## config.mk

```make
export PLATFORM = sky130hd
export DESIGN_NAME = harvest_vote_alarm
export DESIGN_NICKNAME = d
export VERILOG_FILES = /design/src/rtl/microgreen_pkg.sv /design/src/rtl/vote_window.sv /design/src/rtl/harvest_vote_alarm.sv
export SDC_FILE = /design/constraint.sdc
export NUM_CORES = 1
export LEC_CHECK = 0
export CORE_UTILIZATION = 50
export CTS_BUF_LIST = sky130_fd_sc_hd__clkbuf_4 sky130_fd_sc_hd__clkbuf_8
export DETAILED_ROUTE_END_ITERATION = 7
export HOLD_SLACK_MARGIN = 0.15
export PLACE_DENSITY_LB_ADDON = 0.1
export SLEW_MARGIN = 20
export SYNTH_ARGS = -nofsm -noshare
export SYNTH_HDL_FRONTEND = slang
export SYNTH_HIERARCHICAL = 1
export SYNTH_SLANG_ARGS = --single-unit
```

## constraint.sdc

```tcl
create_clock -name clk -period 4.36 [get_ports clk]
set_input_delay 1.09 -clock clk [delete_from_list [all_inputs] [get_ports clk]]
set_output_delay 1.09 -clock clk [all_outputs]
set_load 0.05 [all_outputs]
```

## src/rtl/microgreen_pkg.sv

```systemverilog
// Shared definitions for the microgreen harvest detector.
// Holds the alarm FSM state encoding and the default timing constants
// for a 25 MHz system clock.
package microgreen_pkg;

  typedef enum logic [1:0] {
    ST_WAIT  = 2'd0,  // not ready, silent
    ST_ALERT = 2'd1,  // ready, beep pattern running
    ST_QUIET = 2'd2   // ready, silenced (acked or pattern finished)
  } alarm_state_e;

  localparam int DEF_WINDOW       = 8;
  localparam int DEF_ON_THRESH    = 6;
  localparam int DEF_OFF_THRESH   = 2;
  localparam int DEF_BEEP_ON_CYC  = 12_500_000;  // 0.5 s
  localparam int DEF_BEEP_OFF_CYC = 12_500_000;  // 0.5 s
  localparam int DEF_BEEP_COUNT   = 3;
  localparam int DEF_STALE_CYC    = 25_000_000;  // 1 s

endpackage

```

## src/rtl/vote_window.sv

```systemverilog
// Sliding vote window over the last WINDOW prediction bits.
// Ports:
//   clk, rst_n   clock, synchronous active-low reset
//   shift_en     accept bit_in into the window this cycle
//   bit_in       prediction bit to shift in
//   clear        empty the window (history, count, frames seen)
//   vote_count   ones currently in the window
//   window_full  WINDOW frames have been seen since last clear
//   count_nxt    vote count after this edge (for same-edge decisions)
//   full_nxt     window_full after this edge
module vote_window #(
  parameter int WINDOW = 8
) (
  input  logic       clk,
  input  logic       rst_n,
  input  logic       shift_en,
  input  logic       bit_in,
  input  logic       clear,
  output logic [4:0] vote_count,
  output logic       window_full,
  output logic [4:0] count_nxt,
  output logic       full_nxt
);

  localparam int FW = $clog2(WINDOW + 1);

  logic [WINDOW-1:0] hist_q, hist_nxt;
  logic [FW-1:0]     frames_q, frames_nxt;
  logic [4:0]        count_q;

  assign window_full = (frames_q == FW'(WINDOW));
  assign vote_count  = count_q;
  assign full_nxt    = (frames_nxt == FW'(WINDOW));

  always_comb begin
    hist_nxt   = hist_q;
    frames_nxt = frames_q;
    count_nxt  = count_q;
    if (clear) begin
      hist_nxt   = '0;
      frames_nxt = '0;
      count_nxt  = '0;
    end else if (shift_en) begin
      hist_nxt = {hist_q[WINDOW-2:0], bit_in};
      // The oldest bit only leaves the count once the window is full;
      // before that it is a slot that never held a frame.
      count_nxt = count_q + 5'(bit_in)
                - (window_full ? 5'(hist_q[WINDOW-1]) : 5'd0);
      if (!window_full) frames_nxt = frames_q + FW'(1);
    end
  end

  always_ff @(posedge clk) begin
    if (!rst_n) begin
      hist_q   <= '0;
      frames_q <= '0;
      count_q  <= '0;
    end else begin
      hist_q   <= hist_nxt;
      frames_q <= frames_nxt;
      count_q  <= count_nxt;
    end
  end

endmodule

```

## src/rtl/harvest_vote_alarm.sv

```systemverilog
// Harvest alarm: majority vote with hysteresis over recent BNN inference
// results, a bounded buzzer beep pattern with user acknowledge, and a
// stale-input detector for when inferences stop arriving.
// Ports:
//   clk, rst_n     clock, synchronous active-low reset
//   ena            global enable; when low everything holds, buzzer off
//   result_valid   one-cycle pulse per completed inference
//   result_pred    prediction bit, sampled with result_valid
//   ack            debounced silence button (level; rising edge acts)
//   harvest_ready  hysteresis-filtered harvest flag
//   buzzer         beep drive
//   stale          no inference for STALE_CYC cycles
//   vote_count     ones in the current window
//   window_full    WINDOW frames seen
// Handshake: result_valid is a strobe with no back-pressure; every pulse
// seen while ena=1 is accepted on that clock edge.
module harvest_vote_alarm
  import microgreen_pkg::*;
#(
  parameter int WINDOW       = DEF_WINDOW,
  parameter int ON_THRESH    = DEF_ON_THRESH,
  parameter int OFF_THRESH   = DEF_OFF_THRESH,
  parameter int BEEP_ON_CYC  = DEF_BEEP_ON_CYC,
  parameter int BEEP_OFF_CYC = DEF_BEEP_OFF_CYC,
  parameter int BEEP_COUNT   = DEF_BEEP_COUNT,
  parameter int STALE_CYC    = DEF_STALE_CYC
) (
  input  logic       clk,
  input  logic       rst_n,
  input  logic       ena,
  input  logic       result_valid,
  input  logic       result_pred,
  input  logic       ack,
  output logic       harvest_ready,
  output logic       buzzer,
  output logic       stale,
  output logic [4:0] vote_count,
  output logic       window_full
);

  localparam int SW   = $clog2(STALE_CYC + 1);
  localparam int BMAX = (BEEP_ON_CYC > BEEP_OFF_CYC) ? BEEP_ON_CYC : BEEP_OFF_CYC;
  localparam int BW   = $clog2(BMAX + 1);
  localparam int NW   = $clog2(BEEP_COUNT + 1);

  alarm_state_e  state_q, state_d;
  logic          seq_on_q, seq_on_d;      // beep phase: 1 = ON, 0 = OFF
  logic [BW-1:0] seq_cnt_q, seq_cnt_d;    // cycles spent in current phase
  logic [NW-1:0] beep_num_q, beep_num_d;  // current beep, 1-based
  logic [SW-1:0] stale_cnt_q;
  logic          stale_q;
  logic          ack_q;

  logic          accept, expire, ack_rise;
  logic [4:0]    count_nxt;
  logic          full_nxt;

  assign accept   = ena & result_valid;
  // Expiry fires on the edge the counter would reach STALE_CYC; a valid in
  // that same cycle wins and restarts the count instead.
  assign expire   = ena & ~result_valid & (stale_cnt_q == SW'(STALE_CYC - 1));
  assign ack_rise = ack & ~ack_q;

  vote_window #(.WINDOW(WINDOW)) u_window (
    .clk         (clk),
    .rst_n       (rst_n),
    .shift_en    (accept),
    .bit_in      (result_pred),
    .clear       (expire),
    .vote_count  (vote_count),
    .window_full (window_full),
    .count_nxt   (count_nxt),
    .full_nxt    (full_nxt)
  );

  always_comb begin
    state_d    = state_q;
    seq_on_d   = seq_on_q;
    seq_cnt_d  = seq_cnt_q;
    beep_num_d = beep_num_q;
    if (ena) begin
      if (expire) begin
        state_d = ST_WAIT;
      end else begin
        case (state_q)
          ST_WAIT: begin
            if (full_nxt && (count_nxt >= 5'(ON_THRESH))) begin
              state_d    = ST_ALERT;
              seq_on_d   = 1'b1;
              seq_cnt_d  = '0;
              beep_num_d = NW'(1);
            end
          end
          ST_ALERT: begin
            if (count_nxt <= 5'(OFF_THRESH)) begin
              state_d = ST_WAIT;
            end else if (ack_rise) begin
              state_d = ST_QUIET;
            end else if (seq_on_q) begin
              if (seq_cnt_q == BW'(BEEP_ON_CYC - 1)) begin
                // Last beep goes straight to QUIET, no trailing gap.
                if (beep_num_q == NW'(BEEP_COUNT)) begin
                  state_d = ST_QUIET;
                end else begin
                  seq_on_d  = 1'b0;
                  seq_cnt_d = '0;
                end
              end else begin
                seq_cnt_d = seq_cnt_q + BW'(1);
              end
            end else begin
              if (seq_cnt_q == BW'(BEEP_OFF_CYC - 1)) begin
                seq_on_d   = 1'b1;
                seq_cnt_d  = '0;
                beep_num_d = beep_num_q + NW'(1);
              end else begin
                seq_cnt_d = seq_cnt_q + BW'(1);
              end
            end
          end
          ST_QUIET: begin
            if (count_nxt <= 5'(OFF_THRESH)) state_d = ST_WAIT;
          end
          default: state_d = ST_WAIT;
        endcase
      end
    end
  end

  always_ff @(posedge clk) begin
    if (!rst_n) begin
      state_q     <= ST_WAIT;
      seq_on_q    <= 1'b0;
      seq_cnt_q   <= '0;
      beep_num_q  <= '0;
      stale_cnt_q <= '0;
      stale_q     <= 1'b0;
      ack_q       <= 1'b0;
    end else begin
      state_q    <= state_d;
      seq_on_q   <= seq_on_d;
      seq_cnt_q  <= seq_cnt_d;
      beep_num_q <= beep_num_d;
      if (ena) begin
        ack_q <= ack;
        if (result_valid) begin
          stale_cnt_q <= '0;
          stale_q     <= 1'b0;
        end else begin
          if (stale_cnt_q != SW'(STALE_CYC)) stale_cnt_q <= stale_cnt_q + SW'(1);
          if (expire) stale_q <= 1'b1;
        end
      end
    end
  end

  assign harvest_ready = (state_q != ST_WAIT);
  assign buzzer        = ena & (state_q == ST_ALERT) & seq_on_q;
  assign stale         = stale_q;

endmodule

```

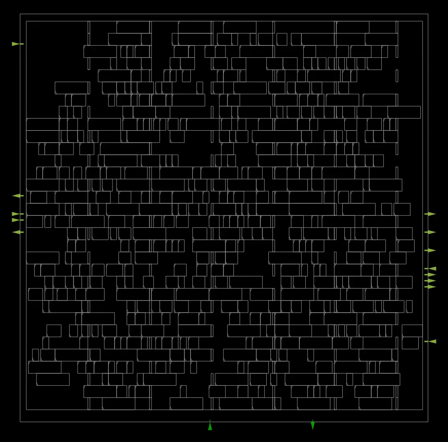
**Above:** run 1 (cell placement).
core area: 7730 um^2
fillers: 688
flop share of the area: 31.6%
tap cells: 102

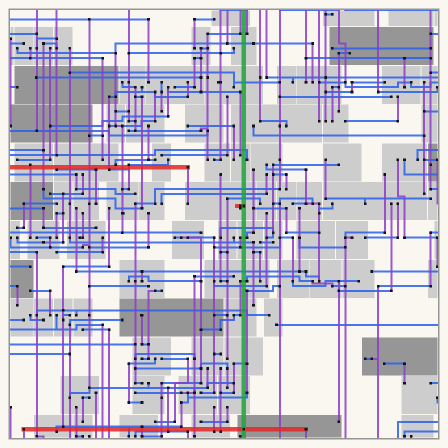
**Above:** run 1 (zoomed window).
Region (31, 31) to (61, 61) um. Cells in grey, sequential cells in the stronger grey; small squares are vias.
colour	layer
red	met3
green	met4
blue	met1
purple	met2
sequential cells in the window	6
most frequent	nand2_1 (11)
cells with their middle in the window	71
netlist names of flops here include	state_q (2)

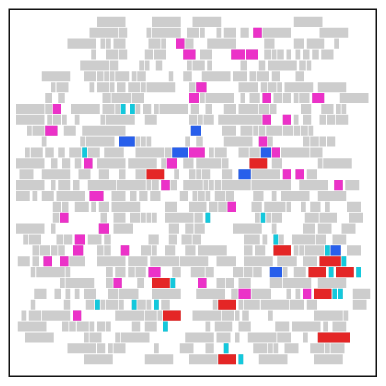
**Above:** run 1 (selected gate families).
Scale: 4 px per um.
colour	family	cells	most used
magenta	AND and OR gates	37	or3_1
cyan	inverters	19	inv_1
red	adder and majority cells	12	ha_1
blue	AND-OR and OR-AND gates	7	o21a_1
combinational share of cell area: 52.2%
most common cell after layout, fill and taps aside: dfxtp_1

==> deck_impl_summary.md, run 1 <==
Run Summary

Run status
  • Status: finished, final reports clean

Power
  • Combinational power share: 9.3%
  • Maximum vdd drop: 132 uV
  • Clock Power: 609 uW
  • Sequential share of power: 47.8%

Placed design
  • Post-place setup slack: -0.448 ns
  • Placed Instances: 596
  • Gpl congestion: 0.820

Floorplanning
  • Top Ports: 15
  • Rows: 32
  • Die Span X: 91.4 um
  • Chip height: 91.4 um

Critical path
  • Crit path top cell by count: inv_1
  • Setup crit end kind: flip-flop
  • Crit path max fanout: 6
  • CP delay by family, top: simple AND/OR/NAND/NOR gates
  • Worst path bufs/invs: 3
  • Slowest Stage Delay on Critical Path: 0.53 ns
  • Critical Path AT: 4.28 ns
  • Crit-path cells: inv_1, ha_1, nand2_1, nor2_4, and2_1, ha_1, inv_1, ha_2, inv_1, fa_2, nand2b_4, a21oi_4, mux2i_2, mux2_4, a211o_1, nand2_2, o22ai_4, nand3_4, or4_1, a21boi_1

Cells and area
  • Finished Cell Area: 4630 um^2
  • Logic inverters: 19
  • Net count, final: 528
  • NonClk Buf Share: 7.00%

STA
  • Fmax: 250 MHz
  • Fin crit share: 91.7%
  • Relative slew slack: 45.0%

Routing
  • Detailed Routing Iterations Pass 1: 4

Logic synthesis
  • Simple share: 33.0%
  • Syn_nets: 501
  • Avg Synthesized Cell Area: 8.27 um^2
  • Synth Seq Share: 36.6%

CTS
  • Clock Latency Late Sink: 0.35 ns
  • Post-CTS Setup Bufs: 1
  • Post-CTS Hold Buffers: 0
  • CTS Buffer Depth: 2

Global routing
  • Gr ovfl total: 0
  • GRT Util Overall: 22.4%

Hold path
  • Min-Delay Path Class: reg -> reg
-- run 1: per-layer routing --
| layer | vias up | global-route usage (%) | share of wire (%) |
|---|---|---|---|
| li1 | 1773 | - | - |
| met1 | 1644 | 29.5 | 49 |
| met2 | 45 | 36.4 | 46 |
| met3 | 6 | 5.36 | 3.8 |
| met4 | 0 | 6.61 | 0.89 |
| met5 | - | 0 | 0 |
-- run 1: state kept, by name (all words and copies together), names as in the netlist, 2 cells and up --
name / flops
beep_num_q: 2
seq_cnt_q: 24
stale_cnt_q: 25
state_q: 2
u_window/frames_q: 4
u_window/hist_q: 8
u_window/vote_count: 5
## Run 2: what changed since run 1
--- a/config.mk
+++ b/config.mk
@@ -5,9 +5,11 @@
 export SDC_FILE = /design/constraint.sdc
 export NUM_CORES = 1
 export LEC_CHECK = 0
+export CAP_MARGIN = 20
 export CORE_UTILIZATION = 50
 export CTS_BUF_LIST = sky130_fd_sc_hd__clkbuf_4 sky130_fd_sc_hd__clkbuf_8
 export DETAILED_ROUTE_END_ITERATION = 7
+export GPL_ROUTABILITY_DRIVEN = 0
 export HOLD_SLACK_MARGIN = 0.15
 export PLACE_DENSITY_LB_ADDON = 0.1
 export SLEW_MARGIN = 20
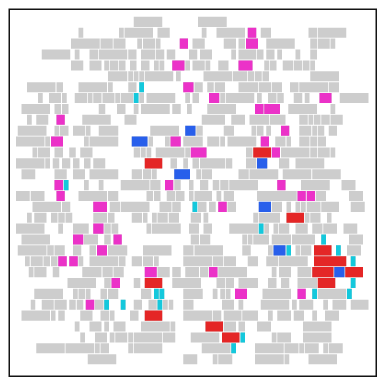
**Above:** run 2 (selected gate families).
Scale: 4 px per um.
colour	family	cells
cyan	inverters	19
magenta	AND and OR gates	37
red	adder and majority cells	12
blue	AND-OR and OR-AND gates	7
final std cells w/o fill: 616
combinational share of cell area: 53.1%

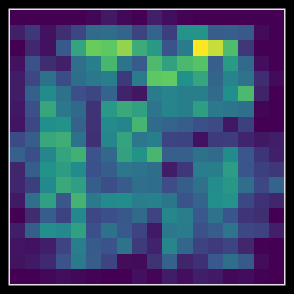
**Above:** run 2 (wire density map).
Scale: 3 px per um. The die is cut into 18 by 18 equal tiles; dark purple is low, yellow is high, scaled to the fullest tile. Values are wire area over tile area, all layers added.
nearly empty tiles	11%
mean over tiles	0.16
fullest tile	0.57
emptiest ninth of the die	bottom right
tiles over half the peak	14%
via count: 3474
WL/cell: 13.9 um
final wirelength: 8530 um
GRT Util Overall: 21.5%

==> deck_impl_summary.md, run 2 <==
Run Summary

Run status
  • Status: finished, final reports clean

Logic synthesis
  • Top cells, area: dfxtp_1 (37%), nor2_1 (6.4%), xor2_1 (4.4%), nand2_1 (4.3%), ha_1 (3.4%)
  • Ys async rst share: 0%
  • Yosys synthesis chip area: 3990 um^2
  • Cell taking the most area after synthesis: dfxtp_1
  • Avg Synthesized Cell Area: 8.27 um^2 (unchanged)
  • Syn_nets: 501 (unchanged)
  • Simple share: 33.0% (unchanged)
  • Yosys reg bits: 73
  • Main flop type: dfxtp_1
  • Logic family by area: simple AND/OR/NAND/NOR gates
  • Synth Seq Share: 36.6% (unchanged)

Critical path
  • Critical Path AT: 4.16 ns (-0.12 ns)
  • Crit-path cells: inv_1, ha_1, nand2_1, nor2_4, and2_1, ha_1, inv_1, ha_2, inv_1, fa_2, nand2b_4, a21oi_4, mux2i_2, mux2_4, a211o_1, nand2_2, buf_4, o21ai_0, o22ai_2, buf_4, o211ai_1
  • CP endpoint: state_q[0]
  • Crit path max fanout: 4 (-2)
  • Crit path top cell by count: inv_1
  • Setup crit end kind: flip-flop
  • Slowest Stage Delay on Critical Path: 0.40 ns (-0.13 ns)
  • R2r setup slk: 0.41 ns

Cells and area
  • Top cells excl fill/tap: dfxtp_1 (73), nor2_1 (67), nand2_1 (45)
  • Most common cell after layout, fill and taps aside: dfxtp_1
  • Finished Cell Area: 4580 um^2 (-1.1%)
  • Max FFs per register: 25 (unchanged)
  • Fillers: 706 (+2.6%)
  • Top flop regs: stale_cnt_q: 25 flops, seq_cnt_q: 24 flops, u_window/hist_q: 8 flops
  • N_diodes: 0
  • Net count, final: 529 (+0.19%)
  • Most flops, register: stale_cnt_q
  • Share of cells above drive strength 1: 12.1%

STA
  • Fin Clk Skew: 0.00997 ns
  • RSZ-0062 raised after global routing: false
  • Hold Slack: 0.494 ns
  • Endpoints failing setup: 0
  • Fmax: 253 MHz (+1.3%)
  • Relative slew slack: 47.1% (+2.1 points)
  • Fin crit share: 90.5% (-1.2 points)
  • Sum Neg Setup Slack: 0 ns

CTS
  • CTS Buffer Depth: 2 (unchanged)
  • Resize count post-CTS: 2
  • Clock Latency Late Sink: 0.34 ns (about the same)
  • Post-CTS Setup Bufs: 0 (-1)
  • Post-CTS Hold Buffers: 0 (unchanged)

Power
  • Static leakage: 0.00158 uW
  • Maximum vdd drop: 199 uV (+50%)

Placed design
  • DP Wirelength: 5960 um
  • Port-buffer cells: 14
  • Post-place instance area: 4280 um^2
  • Post-place setup slack: -0.395 ns (+0.0528 ns)
  • Placed Instances: 595 (-0.17%)

Floorplanning
  • Die Span X: 91.4 um (unchanged)
  • Top Ports: 15 (unchanged)
  • Core area: 7730 um^2 (unchanged)
  • Chip height: 91.4 um (unchanged)
  • Rows: 32 (unchanged)

Hold path
  • Min-Delay Path Class: reg -> reg
  • Hold depth: 2
  • Hold path start: seq_cnt_q[10]

Global routing
  • Gr ovfl total: 0 (unchanged)
  • Antenna violations before repair: 0
  • Vias in the first global route: 3183

Routing
  • Vias per std cell: 5.64
  • Detailed Routing Iterations Pass 1: 4 (unchanged)
  • Post-DRT Antenna Nets: 0
  • Drt drc: 0
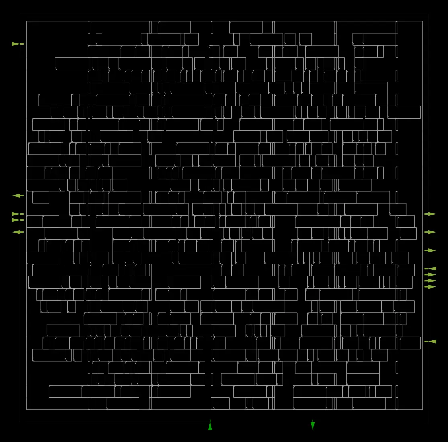
**Above:** run 2 (cell placement).
flop share of the area: 31.9%
FF+latch count: 73
Final Util: 59.3%

==> run 2: area by class of cell <==
class	count	area (um^2)	share of cell area (%)
timing repair buffer	39	334	7.29
inverter	19	71.3	1.56
clock buffer	10	131	2.87
clock inverter	4	22.5	0.492
sequential	73	1460	31.9
multi-input combinational	369	2430	53.1
tap	102	128	2.79
==> run 2: where the power goes <==
group / switching [uW] / internal (uW)
Combinational: 73.7 / 59.8
Clock: 238 / 204
Sequential: 6.80 / 673
==> run 2: critical path: cells and delay by family (launching register included) <==
kind	cells	cell delay (ns)
fa+ha+maj	4	0.96
buf+inv	5	0.44
flops	1	0.40
simple gates	5	0.59
mux	2	0.60
compound gates	5	0.80
==> run 2: metal layers <==
metal	wire, um	GRT usage [%]
met5	0	0
met4	56	6.08
met2	3930	34.7
met1	4210	29.0
met3	342	4.61
Power figures rest on the tool's default switching activity, not on a simulated workload.
